[config.mk]
export PLATFORM = sky130hd
export DESIGN_NAME = alu_issue
export DESIGN_NICKNAME = d
export VERILOG_FILES = /design/src/rtl/alu_pkg.sv /design/src/rtl/alu_decode.sv /design/src/rtl/alu_issue.sv
export SDC_FILE = /design/constraint.sdc
export NUM_CORES = 1
export LEC_CHECK = 0
export ABC_AREA = 1
export CAP_MARGIN = 15
export CORE_MARGIN = 2
export CORE_UTILIZATION = 50
export CTS_CLUSTER_SIZE = 20
export DETAILED_ROUTE_END_ITERATION = 7
export MAX_ROUTING_LAYER = met4
export PLACE_DENSITY_LB_ADDON = 0.2
export SKIP_CTS_REPAIR_TIMING = 1
export SLEW_MARGIN = 20
export SYNTH_ARGS = -nofsm -noshare
export SYNTH_HDL_FRONTEND = slang
export SYNTH_SLANG_ARGS = --single-unit
export TNS_END_PERCENT = 10
[constraint.sdc]
create_clock -name clk -period 2.15 [get_ports clk]
set_clock_uncertainty 0.2 [all_clocks]
set_input_delay 0.43 -clock clk [delete_from_list [all_inputs] [get_ports clk]]
set_output_delay 0.43 -clock clk [all_outputs]
set_load 0.05 [all_outputs]
[src/rtl/alu_pkg.sv]
// rtl/alu_pkg.sv - ALU op codes, RV32I opcode constants and the issue entry type
package alu_pkg;

   typedef enum logic [3:0] {
      ALU_ADD  = 4'b0000,
      ALU_SUB  = 4'b0001,
      ALU_SLL  = 4'b0010,
      ALU_SLT  = 4'b0011,
      ALU_SLTU = 4'b0100,
      ALU_XOR  = 4'b0101,
      ALU_SRL  = 4'b0110,
      ALU_SRA  = 4'b0111,
      ALU_OR   = 4'b1000,
      ALU_AND  = 4'b1001
   } alu_op_t;

   localparam logic [6:0] OPC_OP     = 7'b0110011;
   localparam logic [6:0] OPC_OPIMM  = 7'b0010011;
   localparam logic [6:0] OPC_LUI    = 7'b0110111;
   localparam logic [6:0] OPC_AUIPC  = 7'b0010111;
   localparam logic [6:0] FUNCT7_ALT = 7'h20;

   // One buffered issue slot: everything the ALU and writeback need.
   typedef struct packed {
      logic [31:0] in1;
      logic [31:0] in2;
      alu_op_t     op;
      logic [4:0]  rd;
      logic        reg_write;
      logic        illegal;
   } alu_entry_t;

   // funct3 -> op; alt selects SUB/SRA in the two slots that have a variant.
   function automatic alu_op_t base_op(input logic [2:0] funct3, input logic alt);
      alu_op_t op;
      case (funct3)
         3'b000:  op = alt ? ALU_SUB : ALU_ADD;
         3'b001:  op = ALU_SLL;
         3'b010:  op = ALU_SLT;
         3'b011:  op = ALU_SLTU;
         3'b100:  op = ALU_XOR;
         3'b101:  op = alt ? ALU_SRA : ALU_SRL;
         3'b110:  op = ALU_OR;
         default: op = ALU_AND;
      endcase
      return op;
   endfunction

endpackage

[src/rtl/alu_decode.sv]
// rtl/alu_decode.sv - combinational RV32I OP/OP-IMM/LUI/AUIPC decode into an issue entry
module alu_decode
   import alu_pkg::*;
(
   input  logic [31:0] instr,
   input  logic [31:0] pc,
   input  logic [31:0] rs1_data,
   input  logic [31:0] rs2_data,
   output alu_entry_t  entry
);

   logic [6:0] opcode;
   logic [2:0] funct3;
   logic [6:0] funct7;
   logic       ill;

   assign opcode = instr[6:0];
   assign funct3 = instr[14:12];
   assign funct7 = instr[31:25];

   // Select operands and op per opcode; illegal encodings collapse to a harmless ADD 0,0.
   always_comb begin
      entry     = '0;
      entry.op  = ALU_ADD;
      entry.rd  = instr[11:7];
      ill       = 1'b0;
      case (opcode)
         OPC_OP: begin
            entry.in1 = rs1_data;
            entry.in2 = rs2_data;
            if (funct7 == 7'h00)
               entry.op = base_op(funct3, 1'b0);
            else if (funct7 == FUNCT7_ALT && (funct3 == 3'b000 || funct3 == 3'b101))
               entry.op = base_op(funct3, 1'b1);
            else
               ill = 1'b1;
         end
         OPC_OPIMM: begin
            entry.in1 = rs1_data;
            if (funct3 == 3'b001) begin
               entry.in2 = {27'b0, instr[24:20]};
               entry.op  = ALU_SLL;
               ill       = (funct7 != 7'h00);
            end else if (funct3 == 3'b101) begin
               entry.in2 = {27'b0, instr[24:20]};
               if (funct7 == 7'h00)
                  entry.op = ALU_SRL;
               else if (funct7 == FUNCT7_ALT)
                  entry.op = ALU_SRA;
               else
                  ill = 1'b1;
            end else begin
               entry.in2 = {{20{instr[31]}}, instr[31:20]};
               entry.op  = base_op(funct3, 1'b0);
            end
         end
         OPC_LUI: begin
            entry.in2 = {instr[31:12], 12'b0};
         end
         OPC_AUIPC: begin
            entry.in1 = pc;
            entry.in2 = {instr[31:12], 12'b0};
         end
         default: ill = 1'b1;
      endcase
      if (ill) begin
         entry.in1 = '0;
         entry.in2 = '0;
         entry.op  = ALU_ADD;
      end
      entry.illegal   = ill;
      entry.reg_write = !ill && (entry.rd != 5'd0);
   end

endmodule

[src/rtl/alu_issue.sv]
// rtl/alu_issue.sv - ALU issue stage: decode plus 2-entry skid buffer with valid/ready
module alu_issue
   import alu_pkg::*;
#(
   parameter int XLEN = 32
) (
   input  logic            clk,
   input  logic            rst_n,
   input  logic            flush,
   input  logic            in_valid,
   output logic            in_ready,
   input  logic [XLEN-1:0] instr,
   input  logic [XLEN-1:0] pc,
   input  logic [XLEN-1:0] rs1_data,
   input  logic [XLEN-1:0] rs2_data,
   output logic            out_valid,
   input  logic            out_ready,
   output logic [XLEN-1:0] alu_in1,
   output logic [XLEN-1:0] alu_in2,
   output logic [3:0]      alu_op,
   output logic [4:0]      rd,
   output logic            reg_write,
   output logic            illegal
);

   localparam logic [1:0] ST_EMPTY = 2'd0;
   localparam logic [1:0] ST_ONE   = 2'd1;
   localparam logic [1:0] ST_TWO   = 2'd2;

   logic [1:0] state_q, state_d;
   alu_entry_t main_q, main_d;
   alu_entry_t skid_q, skid_d;
   logic       in_ready_q, in_ready_d;
   alu_entry_t dec;
   logic       accept;
   logic       consume;

   alu_decode u_decode (
      .instr    (instr),
      .pc       (pc),
      .rs1_data (rs1_data),
      .rs2_data (rs2_data),
      .entry    (dec)
   );

   assign accept  = in_valid && in_ready_q;
   assign consume = (state_q != ST_EMPTY) && out_ready;

   // Skid control: main always holds the oldest entry, skid only fills when main stalls.
   always_comb begin
      state_d = state_q;
      main_d  = main_q;
      skid_d  = skid_q;
      if (flush) begin
         state_d = ST_EMPTY;
      end else begin
         case (state_q)
            ST_EMPTY: begin
               if (accept) begin
                  main_d  = dec;
                  state_d = ST_ONE;
               end
            end
            ST_ONE: begin
               if (accept && consume) begin
                  main_d = dec;
               end else if (accept) begin
                  skid_d  = dec;
                  state_d = ST_TWO;
               end else if (consume) begin
                  state_d = ST_EMPTY;
               end
            end
            ST_TWO: begin
               if (consume) begin
                  main_d  = skid_q;
                  state_d = ST_ONE;
               end
            end
            default: state_d = ST_EMPTY;
         endcase
      end
      in_ready_d = (state_d != ST_TWO);
   end

   // State and entry registers.
   always_ff @(posedge clk or negedge rst_n) begin
      if (!rst_n) begin
         state_q    <= ST_EMPTY;
         main_q     <= '0;
         skid_q     <= '0;
         in_ready_q <= 1'b1;
      end else begin
         state_q    <= state_d;
         main_q     <= main_d;
         skid_q     <= skid_d;
         in_ready_q <= in_ready_d;
      end
   end

   assign in_ready  = in_ready_q;
   assign out_valid = (state_q != ST_EMPTY);
   assign alu_in1   = main_q.in1;
   assign alu_in2   = main_q.in2;
   assign alu_op    = main_q.op;
   assign rd        = main_q.rd;
   assign reg_write = main_q.reg_write;
   assign illegal   = main_q.illegal;

endmodule

### Metal 1, run 1

The bar under the picture is 50 um long. Supply wires on this layer in grey.
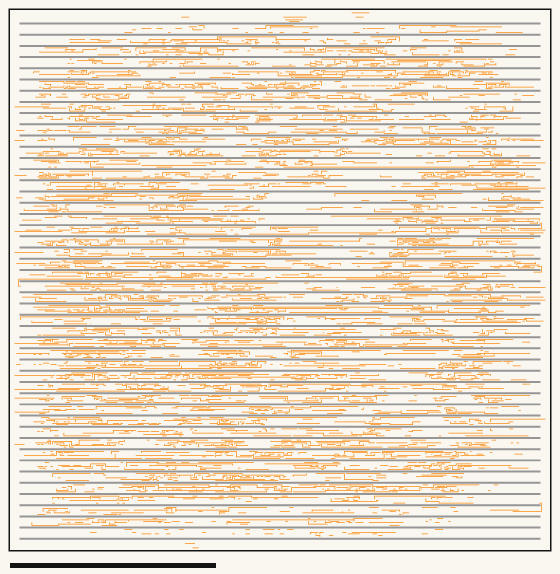
main direction	horizontal
nets with wire on the layer	1342
wire length on this layer	10400 um
longest straight run	45.1 um
share of all routed wire	44%

### Signal wires on met2, run 1

The bar under the picture is 50 um long.
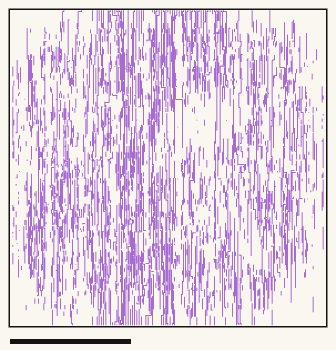
longest straight run	44.4 um
wire length on this layer	11500 um

### M3 wires, run 1

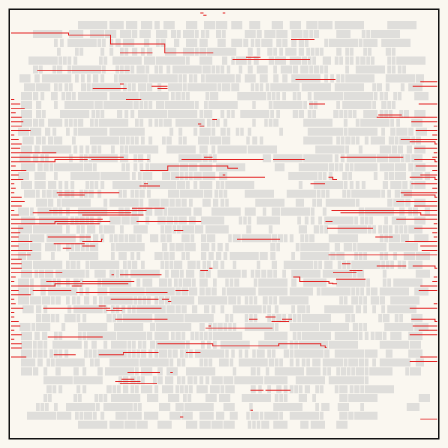
main direction	horizontal
share of all routed wire	6.8%
wire length on this layer	1620 um
longest straight run	34.3 um

==> Changelog: implementation, run 1 <==
### Changed

- Status: finished, final reports clean
- Final Max Slew Viols: 0
- Critical path, cell by cell: clkdlybuf4s50_1, nor2_1, nand2_2, nor2_2, nand2_1, nand3_2, nand2_2, nor2_4, buf_12, buf_12, nand2_1, o21ai_0
- Top-count cell post-synth: nand2_1
- Min Tclk post-route: 2.09 ns
- Worst reg-to-reg setup slack: 0.20 ns
- Data arrival, critical path: 2.22 ns
- Main area contributors: dfrtp_1 (47%), nand2_1 (24%), nand3_1 (7.9%)
- Largest net degree at the start of global routing: 74
- Via density: 5.18
- WS Path Type: primary input to register
- Die area: 17200 um2
- Synth Area per Inst: 6.91 um2
- Antenna violations before repair: 1
- Comb power frac: 0.176
- Max power group: the clock network
- Reg2reg start: state_q[0]
- Placed cell area: 10700 um2
- Seq/total area: 0.331
- H-tree depth: 4
- Setup TNS: 0 ns
- DRT met1 WL: 10400 um
- DRT Pass-1 Iters: 5
- RD Place Congestion: 0.896
- R2R cell count: 8
- Top logic family: simple AND/OR/NAND/NOR gates
- Sequential share of power: 0.400
- Final Non-Filler Cells: 1617
- Psw: 2.06 mW
- Drt initial violations: 558
- Achievable frequency: 478 MHz
- Commonest cells in the synthesized netlist: nand2_1 (520), dfrtp_1 (152), nor2_1 (148), nand3_1 (128), o21ai_0 (46)
- Hold path start: alu_in2[15]
- Number of buffers and inverters on the critical path: 3
- Power Density: 666 nW/um2
- Top layer used by detailed routing: met4
- XOR Share, Synth: 0
- Final nets: 1521
- Worst setup path start: instr[25]
- Post-synth top area cell: dfrtp_1
- IO buf count: 209
- Startpoint Class: primary input
- RSZ-0062 raised after global routing: yes
- Hold path cells: 2
- Clock-cell share: 0.0555
- WP data required: 2.28 ns
- Peak supply drop: 0.000593 V
- Clock transition at the registers of the reported paths: 0.06 ns
- Leakage: 6.95 nW
- Switching Share: 0.267
- Fin Hold WS: 0.274 ns
- Maximum Capacitance Violations: 0
- Top cells excl fill/tap: nand2_1 (515), dfrtp_1 (152), nor2_1 (146), nand3_1 (125), clkdlybuf4s50_1 (125)
- Fraction of registers with async set or reset after synthesis: 1.00
- Met2 usage: 0.447
- CTS Buffer Depth: 2
- Final ANT Viol Nets: 0
- AND/OR/NAND/NOR Cells, Area Fraction: 0.400
- Most numerous logic cell after layout: nand2_1
- FF-to-FF End: alu_in2[19]
- Top-area cell type share of the netlist area: 0.471
- Ys cells: 1170
- Via count: 8375
- MI comb area: 3850 um2
- # IOs: 210
- Layout clock buffers: 19
- Post-synth top flop: dfrtp_1
- Tightest Pin Transition: 0.527 ns
- Comb area share: 0.333
### M4 wires, run 1

The bar under the picture is 50 um long. Supply wires on this layer in grey.
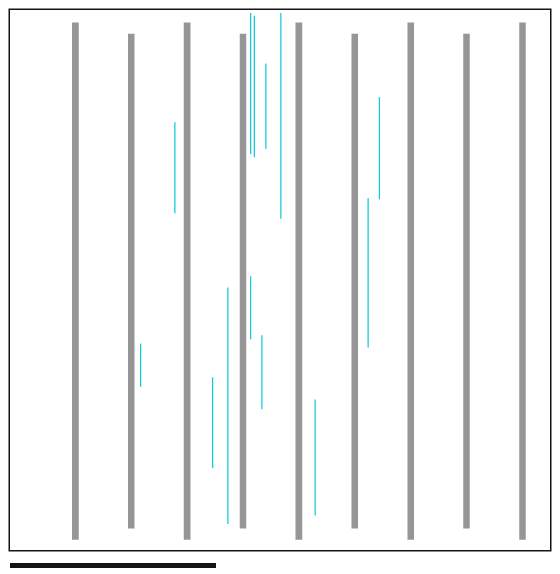

==> run 2, diff against run 1 <==
--- a/config.mk
+++ b/config.mk
@@ -7,6 +7,7 @@
 export LEC_CHECK = 0
 export ABC_AREA = 1
 export CAP_MARGIN = 15
+export CORE_ASPECT_RATIO = 1.1
 export CORE_MARGIN = 2
 export CORE_UTILIZATION = 50
 export CTS_CLUSTER_SIZE = 20
### M4 wires, run 2

The bar under the picture is 50 um long. Supply wires on this layer in grey.
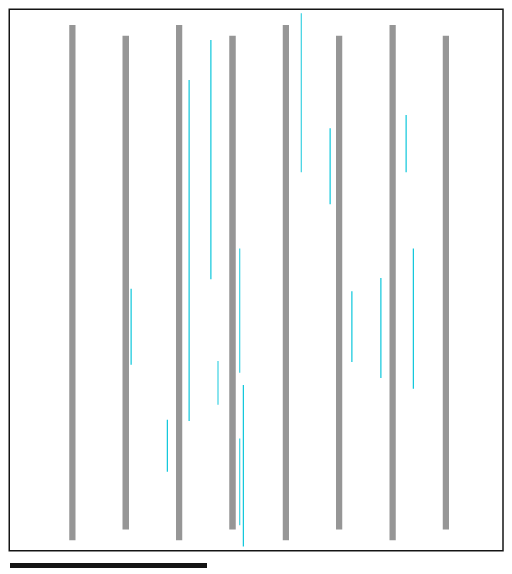
nets with wire on the layer	11
share of all routed wire	1.8%

==> Changelog: implementation, run 2 <==
### Changed

- Status: finished, final reports clean
- Psw: 2.09 mW
- Commonest cells in the synthesized netlist: nand2_1 (520), dfrtp_1 (152), nor2_1 (148), nand3_1 (128), o21ai_0 (46)
- Worst reg-to-reg setup slack: 0.23 ns
- Main area contributors: dfrtp_1 (47%), nand2_1 (24%), nand3_1 (7.9%)
- Final Max Slew Viols: 0
- Top-area cell type share of the netlist area: 0.471
- Seq/total area: 0.335
- Max power group: sequential cells
- Data arrival, critical path: 2.16 ns
- Reg2reg start: state_q[1]
- Post-synth top flop: dfrtp_1
- Sequential share of power: 0.415
- Fin Hold WS: 0.231 ns
- Final ANT Viol Nets: 0
- Drt initial violations: 710
- Startpoint Class: primary input
- Met2 usage: 0.456
- R2R cell count: 6
- Peak supply drop: 0.000559 V
- Via density: 5.18
- Via count: 8298
- Top layer used by detailed routing: met4
- FF-to-FF End: alu_op[3]
- Achievable frequency: 490 MHz
- Adders+Majority by Area: 0
- WP data required: 2.27 ns
- Ys cells: 1170
- Comb area share: 0.335
- IO buf count: 209
- Top cells excl fill/tap: nand2_1 (515), dfrtp_1 (152), nor2_1 (146), nand3_1 (127), clkdlybuf4s50_1 (125)
- Top-count cell post-synth: nand2_1
- Top logic family: simple AND/OR/NAND/NOR gates
- # IOs: 210
- Setup TNS: 0 ns
- Power Density: 649 nW/um2
- Num CTS Buffers: 17
- Most numerous logic cell after layout: nand2_1
- DRT Pass-1 Iters: 5
- Leakage: 6.91 nW
- MI comb area: 3840 um2
- Comb power frac: 0.179
- Placed cell area: 10700 um2
- Synth Seq Share: 0.474
- GR met3 Demand/Resource: 0.0606
- Largest net degree at the start of global routing: 95
- H-tree depth: 4
- Maximum Capacitance Violations: 0
- RD Place Congestion: 0.882
- Tightest Pin Transition: 0.538 ns
- Worst setup path start: instr[4]
- Number of buffers and inverters on the critical path: 5
- Final nets: 1522
- Clock transition at the registers of the reported paths: 0.06 ns
- Critical path, cell by cell: clkdlybuf4s50_1, inv_2, nor2_1, nand2_2, nor2_4, nand3_1, inv_2, nor2_4, buf_4, clkbuf_16, nand2_1, nand2_1, nand2_1, nand2_1
- WS Path Type: primary input to register
- Invs w/o clock: 30
- FP Rows: 48
- Min Tclk post-route: 2.04 ns
- Synth Area per Inst: 6.91 um2
- Layout clock buffers: 21
- Clock-cell share: 0.0516
Power and IR drop assume default switching activity.
